Metal 1:
Supply wires on this layer in grey.
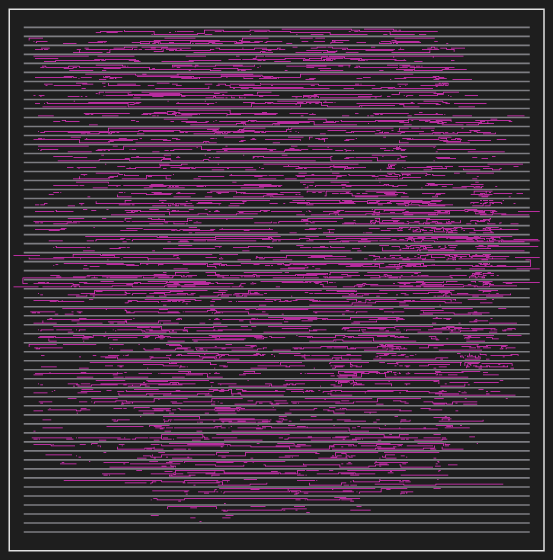
Where the registers sit:
Other sequential cells in the stronger grey, the rest of the logic in the fainter grey.
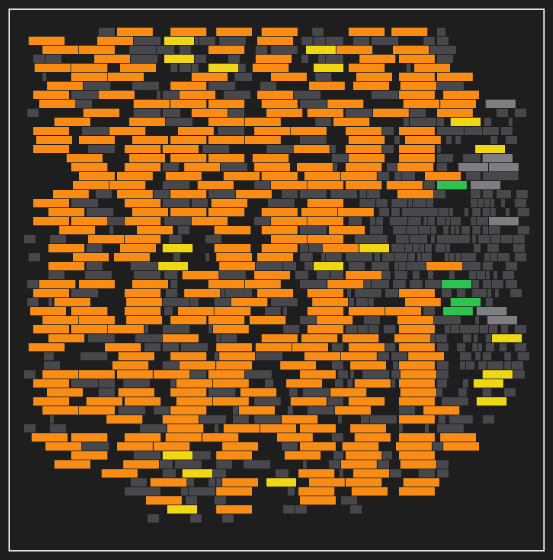
Power grid:
Pins as bars on the die edge.
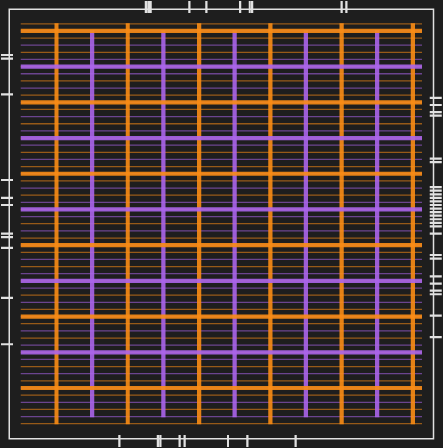
==> config.mk <==
export PLATFORM = sky130hd
export DESIGN_NAME = jericalla_secuenciador
export DESIGN_NICKNAME = d
export VERILOG_FILES = /design/src/rtl/jericalla_secuenciador.sv
export SDC_FILE = /design/constraint.sdc
export NUM_CORES = 1
export LEC_CHECK = 0
export CAP_MARGIN = 20
export CORE_AREA = 4 4 157 159
export CTS_BUF_LIST = sky130_fd_sc_hd__clkbuf_8
export CTS_CLUSTER_SIZE = 25
export DETAILED_ROUTE_END_ITERATION = 10
export DIE_AREA = 0 0 161 163
export GPL_TIMING_DRIVEN = 0
export PLACE_DENSITY_LB_ADDON = 0.25
export SKIP_CTS_REPAIR_TIMING = 1
export SYNTH_ARGS = -nofsm -noshare
export SYNTH_HDL_FRONTEND = slang
export SYNTH_SLANG_ARGS = --single-unit
export TNS_END_PERCENT = 5
==> constraint.sdc <==
create_clock -name clk -period 3.11 [get_ports clk]
set_input_delay 0.622 -clock clk [delete_from_list [all_inputs] [get_ports clk]]
set_output_delay 0.622 -clock clk [all_outputs]
set_load 0.02 [all_outputs]
==> CHANGELOG.md <==
## Implementation

- Yosys simple share: 0.0277
- Crit end category: output pin
- Top cells by count, synth: edfxtp_1 (304), mux4_2 (77), dfrtp_1 (31)
- Max Fclk: 322 MHz
- Final cell count without fillers: 1099
- Clock network power: 3.62 mW
- Max Cap Viol: 0
- Log Warnings: 28
- Internal power: 8.66 mW
- Placed cell areas: 14300 um^2
- XORs/XNORs by Area: 0.00201
- Post-route ant nets: 0
- Final period utilization: 0.998
- Worst path slowest cell: clkdlybuf4s50_1
- Total CTS buffers: 53
- P per Cell Area: 772 nW/um^2
- Clock Tree Buf Depth: 3
- Yosys cell types: 49
- Seq share, synth: 0.757
- Critical path depth in cells: 5
- Filler cells: 1523
- Yosys Instances: 619
- Final nets: 779
- CP peak stage delay: 0.62 ns
- Placer Congestion: 0.843
- Startpoint types: register
- Tot Pwr: 11.9 mW
- Power in combinational cells: 2.96 mW
- Clock Power Share: 0.304
- Fin crit period: 3.10 ns
- Synth flops: 335
- I/O pin cnt: 56
- Yosys stat chip area: 13100 um^2
- Cells after synthesis: 619
- Status: completed
- Req. time, crit path: 2.49 ns
- Clk slew on worst S/H paths: 0.06 ns
- Cell accounting for the most synthesized area: edfxtp_1
-- 'metal 1' (at the start) --
The layer holds 42% of the routed length. 738 nets have wire on it. The longest straight run is 58.4 um. The wires run mostly horizontal. The layer carries 12200 um of wire.
met1 usage: 0.323
drt total wl: 28900 um
vias: 6703

-- 'where the registers sit' (at the start) --
Key: orange = `mem` [flops 304, where widely spread]; yellow = `ir` [flops 19]; green = `pc` [flops 4, where middle right]
Seq/total area: 0.642
register area: 9900 um^2
fin util: 0.663
Seq power: 5.33 mW

-- 'power grid' (at the start) --
Key: purple = VDD; orange = VSS
56 signal pins sit on the boundary. The core has 56 rows. 11 straps on met4. 11 straps on met5.
chip height: 163 um
core area: 23300 um^2

[routing by layer]
| layer | part of all wire | up-vias | global-route usage | routed length (um) |
|---|---|---|---|---|
| met3 | 0.075 | 70 | 0.0529 | 2160 |
| met1 | 0.42 | 3510 | 0.323 | 12200 |
| met4 | 0.030 | 2 | 0.0853 | 856 |
| li1 | - | 2817 | - | - |
| met2 | 0.47 | 304 | 0.346 | 13700 |
| met5 | 0.00045 | - | 0 | 13 |
[final cells by class]
class / instances / share of cell area
multi-input cells: 247 / 0.201
clock buffers: 58 / 0.0518
well taps: 319 / 0.0259
clock inverters: 32 / 0.0148
repair buffers: 73 / 0.0509
inverters: 7 / 0.00170
flip-flops and latches: 335 / 0.642
plain buffers: 28 / 0.0114
No activity file was given, so power comes from the tool's default toggle rates.
